===== config.mk =====
export PLATFORM = sky130hd
export DESIGN_NAME = bytecode_fetch
export DESIGN_NICKNAME = d
export VERILOG_FILES = /design/src/rtl/fetch_pkg.sv /design/src/rtl/fetch_fifo.sv /design/src/rtl/bytecode_fetch.sv
export SDC_FILE = /design/constraint.sdc
export NUM_CORES = 1
export LEC_CHECK = 0
export CAP_MARGIN = 20
export CELL_PAD_IN_SITES_DETAIL_PLACEMENT = 0
export CELL_PAD_IN_SITES_GLOBAL_PLACEMENT = 1
export CORE_UTILIZATION = 52
export CTS_BUF_LIST = sky130_fd_sc_hd__clkbuf_4 sky130_fd_sc_hd__clkbuf_8
export DETAILED_ROUTE_END_ITERATION = 8
export PLACE_DENSITY = 0.91
export SLEW_MARGIN = 20
export SYNTH_ARGS = -nofsm -noshare
export SYNTH_HDL_FRONTEND = slang
export SYNTH_SLANG_ARGS = --single-unit
export TNS_END_PERCENT = 5

===== constraint.sdc =====
create_clock -name clk -period 4.63 [get_ports clk]
set_input_delay 0.6945 -clock clk [delete_from_list [all_inputs] [get_ports clk]]
set_output_delay 0.6945 -clock clk [all_outputs]
set_load 0.01 [all_outputs]

===== src/rtl/fetch_pkg.sv =====
// Shared definitions for the bytecode prefetch stage.
//   - fetch_state_t : fetch FSM encoding (IDLE / WAIT / DISCARD)
//   - DATA_W        : bytecode width
//   - entry_width() : FIFO entry width for a given address width ({pc, byte})
package fetch_pkg;

  typedef enum logic [1:0] {
    IDLE    = 2'd0,
    WAIT    = 2'd1,
    DISCARD = 2'd2
  } fetch_state_t;

  localparam int DATA_W                = 8;
  localparam int DEFAULT_ADDRESS_WIDTH = 8;
  localparam int DEFAULT_RESET_PC      = 0;
  localparam int DEFAULT_ENTRY_W       = DEFAULT_ADDRESS_WIDTH + DATA_W;

  function automatic int entry_width(input int address_width);
    return address_width + DATA_W;
  endfunction

endpackage


===== src/rtl/fetch_fifo.sv =====
// Synchronous FIFO holding fetched {pc, byte} entries.
// Ports:
//   clk, reset      : clock, async active-high reset (storage cleared so the
//                     head reads zero out of reset)
//   push/push_data  : write one entry (ignored when full)
//   pop             : drop the head entry (ignored when empty)
//   flush           : empty the FIFO; wins over push and pop
//   count           : number of valid entries
//   head            : oldest entry; stale-but-stable when empty
module fetch_fifo #(
  parameter int WIDTH = 16,
  parameter int DEPTH = 4
) (
  input  logic                       clk,
  input  logic                       reset,
  input  logic                       push,
  input  logic [WIDTH-1:0]           push_data,
  input  logic                       pop,
  input  logic                       flush,
  output logic [$clog2(DEPTH):0]     count,
  output logic [WIDTH-1:0]           head
);

  localparam int PW = $clog2(DEPTH);
  localparam int CW = PW + 1;
  localparam logic [CW-1:0] FULL_C = CW'(DEPTH);

  logic [WIDTH-1:0] store [DEPTH];
  logic [PW-1:0]    rd_ptr, wr_ptr;
  logic [CW-1:0]    count_q;
  logic             do_push, do_pop;

  assign do_pop  = pop  & (count_q != '0);
  assign do_push = push & (count_q != FULL_C);

  always_ff @(posedge clk or posedge reset) begin
    if (reset) begin
      for (int i = 0; i < DEPTH; i++) store[i] <= '0;
      rd_ptr  <= '0;
      wr_ptr  <= '0;
      count_q <= '0;
    end else if (flush) begin
      rd_ptr  <= '0;
      wr_ptr  <= '0;
      count_q <= '0;
    end else begin
      if (do_push) begin
        store[wr_ptr] <= push_data;
        wr_ptr        <= wr_ptr + PW'(1);
      end
      if (do_pop) rd_ptr <= rd_ptr + PW'(1);
      case ({do_push, do_pop})
        2'b10:   count_q <= count_q + CW'(1);
        2'b01:   count_q <= count_q - CW'(1);
        default: count_q <= count_q;
      endcase
    end
  end

  assign count = count_q;
  assign head  = store[rd_ptr];

endmodule


===== src/rtl/bytecode_fetch.sv =====
// Bytecode prefetch stage between the byte-read memory and the decoder.
// Walks a PC, issues one read at a time over mem_start/mem_ready, and buffers
// returned bytes tagged with their PC. A redirect flushes the buffer, reloads
// the PC and drops any read still in flight.
// Ports:
//   clk, reset                : clock, async active-high reset
//   redirect, redirect_pc     : one-cycle restart request and its target PC
//   mem_address, mem_start    : read address (= fetch PC) and one-cycle request
//   mem_ready, mem_data       : memory idle / read data valid, read byte
//   out_valid/out_data/out_pc : buffer head towards the decoder
//   out_ready                 : decoder consumes the head
//   fifo_count                : buffered byte count
module bytecode_fetch
  import fetch_pkg::*;
#(
  parameter int ADDRESS_WIDTH = DEFAULT_ADDRESS_WIDTH,
  parameter int FIFO_DEPTH    = 4,
  parameter int RESET_PC      = DEFAULT_RESET_PC
) (
  input  logic                          clk,
  input  logic                          reset,
  input  logic                          redirect,
  input  logic [ADDRESS_WIDTH-1:0]      redirect_pc,
  output logic [ADDRESS_WIDTH-1:0]      mem_address,
  output logic                          mem_start,
  input  logic                          mem_ready,
  input  logic [7:0]                    mem_data,
  output logic                          out_valid,
  output logic [7:0]                    out_data,
  output logic [ADDRESS_WIDTH-1:0]      out_pc,
  input  logic                          out_ready,
  output logic [$clog2(FIFO_DEPTH):0]   fifo_count
);

  localparam int CW = $clog2(FIFO_DEPTH) + 1;
  localparam int EW = entry_width(ADDRESS_WIDTH);
  localparam logic [CW-1:0]            DEPTH_C    = CW'(FIFO_DEPTH);
  localparam logic [ADDRESS_WIDTH-1:0] RESET_ADDR = ADDRESS_WIDTH'(RESET_PC);

  fetch_state_t             state_q, state_d;
  logic [ADDRESS_WIDTH-1:0] fetch_pc, req_pc;
  logic                     start, push, pop;
  logic [EW-1:0]            head;

  // State register
  always_ff @(posedge clk or posedge reset) begin
    if (reset) state_q <= IDLE;
    else       state_q <= state_d;
  end

  // Next state. A redirect in WAIT with mem_ready=1 simply drops the
  // response; with mem_ready=0 the read is still owed, so it is swallowed in
  // DISCARD. A redirect in DISCARD keeps waiting there.
  always_comb begin
    state_d = state_q;
    unique case (state_q)
      IDLE:    if (start) state_d = WAIT;
      WAIT: begin
        if (mem_ready)     state_d = IDLE;
        else if (redirect) state_d = DISCARD;
      end
      DISCARD: if (mem_ready && !redirect) state_d = IDLE;
      default: state_d = IDLE;
    endcase
  end

  // Outputs / datapath strobes. The count check reserves a slot for the
  // in-flight byte, so a capture never meets a full FIFO.
  always_comb begin
    start = (state_q == IDLE) & ~redirect & mem_ready & (fifo_count < DEPTH_C) & ~reset;
    push  = (state_q == WAIT) & mem_ready & ~redirect;
    pop   = out_ready & ~redirect;
  end

  always_ff @(posedge clk or posedge reset) begin
    if (reset) begin
      fetch_pc <= RESET_ADDR;
      req_pc   <= RESET_ADDR;
    end else if (redirect) begin
      fetch_pc <= redirect_pc;
    end else if (start) begin
      req_pc   <= fetch_pc;
      fetch_pc <= fetch_pc + ADDRESS_WIDTH'(1);
    end
  end

  fetch_fifo #(
    .WIDTH (EW),
    .DEPTH (FIFO_DEPTH)
  ) u_fifo (
    .clk       (clk),
    .reset     (reset),
    .push      (push),
    .push_data ({req_pc, mem_data}),
    .pop       (pop),
    .flush     (redirect),
    .count     (fifo_count),
    .head      (head)
  );

  assign mem_address = fetch_pc;
  assign mem_start   = start;
  assign out_valid   = (fifo_count != '0);
  assign out_pc      = head[EW-1:8];
  assign out_data    = head[7:0];

endmodule


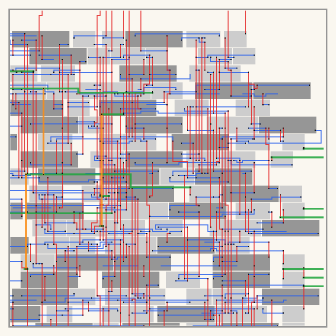
**Above:** layout detail.
Region (43, 43) to (93, 93) um. Cells in grey, sequential cells in the stronger grey; small squares are vias.
Key: M1 = blue; M3 = green; M4 = orange; M2 = red
Sequential cells in the window: 33. Netlist names of flops here include u_fifo.store (32), req_pc (1). Most frequent: dfrtp_1 (33), mux2_4 (28), clkdlybuf4s50_1 (15). 94 logic cells have their middle in the window.

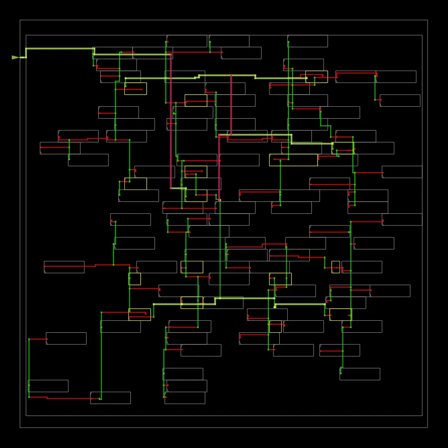
**Above:** clock wiring as the flow saved it.
clk pwr: 0.000563 W
FF+latch count: 89
CTS Buf Count: 9

==> metrics.cfg <==
[clock_tree]
clk-insertion-delay-late_ns=0.36
clock_sinks=89
postCtsSetupRepairBufs=0
ctsResizeCount=0
htree_num_levels=3
cts_tree=built
cts_hold_buf=0
cts_root_buf=clkbuf_8
clk_path_buf_depth=2

[floorplan]
n_tap_cell=102
fp.dieW_um=93.23
die_h_um=93.23
num_rows=32
core_area_um2=7888
die_area_um2=8692

[global_route]
antenna_found_initial=0
busiest_layer=met2
use_met3=0.06016
grt_overflow=0
grt_first_pass_wirelength_um=13550
grt_max_degree=48
first_global_vias=2670
use_met1=0.2882
use_met2=0.3156

[placement]
place_inst=444
dp_hpwl_um=5205
placed_area_um2=4860
gp_congestion=0.8445
io_buffers=49
place_ws_ns=0.9672

[yosys]
ys_top_cells_by_count=dfrtp_1, mux2_4, nand2_1
ys_warn_count=0
synthMostInstantiatedCell=dfrtp_1
ys_cells=308
postSynthCellCount=308
synthArstFlopShare=1.000
top_area_cell=dfrtp_1
fp_nets=335
synth_cell_type_count=45
ys_seq_frac=0.5146
netlist_logic_family_top=multiplexers
xor_share=0.008095
synth-edff-count=0
yosys.area_share.simple=0.07546
ys_sh_mux=0.2894
synth_flop_count=89
yosys_area_um2=4328
flop_cell=dfrtp_1
synth_top_area_share=0.5146
syn_avg_cell_area_um2=14.05
fa_ha_area_frac=0.01908

[detailed_routing]
routedWlPerCell_um=17.52
vias_per_cell=5.620
wl_met2_um=3785
drc=0
drtAntennaViolNets=0
drt_wl_total_um=8059
dr.pass1.iters=4
route.met3.wl_um=373
vias=2585
wl_met1_um=3808
routed.top_layer=met4
dr.first_iter.drc_count=103

[critical_path]
cp.depth=5
reg2reg_to=u_fifo.count[1]$_DFFE_PP0P_
crit_arrival_ns=2.96
critPathCapture=mem_start
critPathLaunch=reset
reg2reg_from=state_q[0]$_DFFE_PP0P_
reg2regPathDepth=9
cp.required_ns=3.94
critPathSlowestCell=clkdlybuf4s50_1
crit_top_cell=clkdlybuf4s50_1
worstSetupEndpointType=output port
max_stage_delay_ns=0.59
worstPathCellList=clkdlybuf4s50_1 > nor4_2 > nand2b_1 > inv_2 > clkdlybuf4s50_1
rrSetupSlack_ns=2.24
crit_path_max_fanout=17
cp_top_family=buffers and inverters
setup.worst_path.start_class=primary input
critPathKind=primary input to output port

[final_timing]
finalCritPeriodShare=0.7899
finalHoldViolations=0
setup_viol_count_final=0
tns_ns=0
worst_clock_skew_ns=0.01106
period_needed_ns=3.657
finalMaxSlewViolations=0
max_freq_mhz=273.4
whs_ns=0.5035
max_slew.worst_pin.slew_ns=0.8640
fin_ws_ns=0.9729
slew_headroom=0.4240

[final_layout]
nFillCells=583
fin_nets=380
seq_share=0.4390
layout_top_cell=dfrtp_1
inverters=9
area_delta_synth_final_pct=17.29
fin_cells=460
final_util=0.6436
n_all_buffers=53
final_cell_area_um2=5076
comb_area_frac=0.3840
drive_above_1_share=0.3073
comb_area_um2=1949
n_antenna_cell=0
nClkBuffers=12
clock_area_frac=0.04240
top_register=u_fifo.store
seq_area_um2=2228
final_cell_mix=dfrtp_1, clkdlybuf4s50_1, mux2_4, nand2_1, mux2_2
bufAreaShareNonClock=0.1025

[run_status]
status=finished clean

[power]
design_power_total_w=0.001906
clkPwrFrac=0.295
pwr-share-comb=0.213
powerDensity_nw_per_um2=375.5
p_comb_w=0.000406
pwr-share-seq=0.491
vdd_drop_max_v=0.0001535
power_leader=registers
power.switching_w=0.0004920
pg_seq_w=0.000937
leakagePower_nw=2.465
p_int_w=0.001414

[job]
max-cap-violations=0
tool_warnings=29

[min_path]
whs_endpoint=u_fifo.store[27]$_DFFE_PP0P_
min_from=u_fifo.store[27]$_DFFE_PP0P_
hold_path.class=register to register
holdPathStages=1

Power and IR drop assume default switching activity.
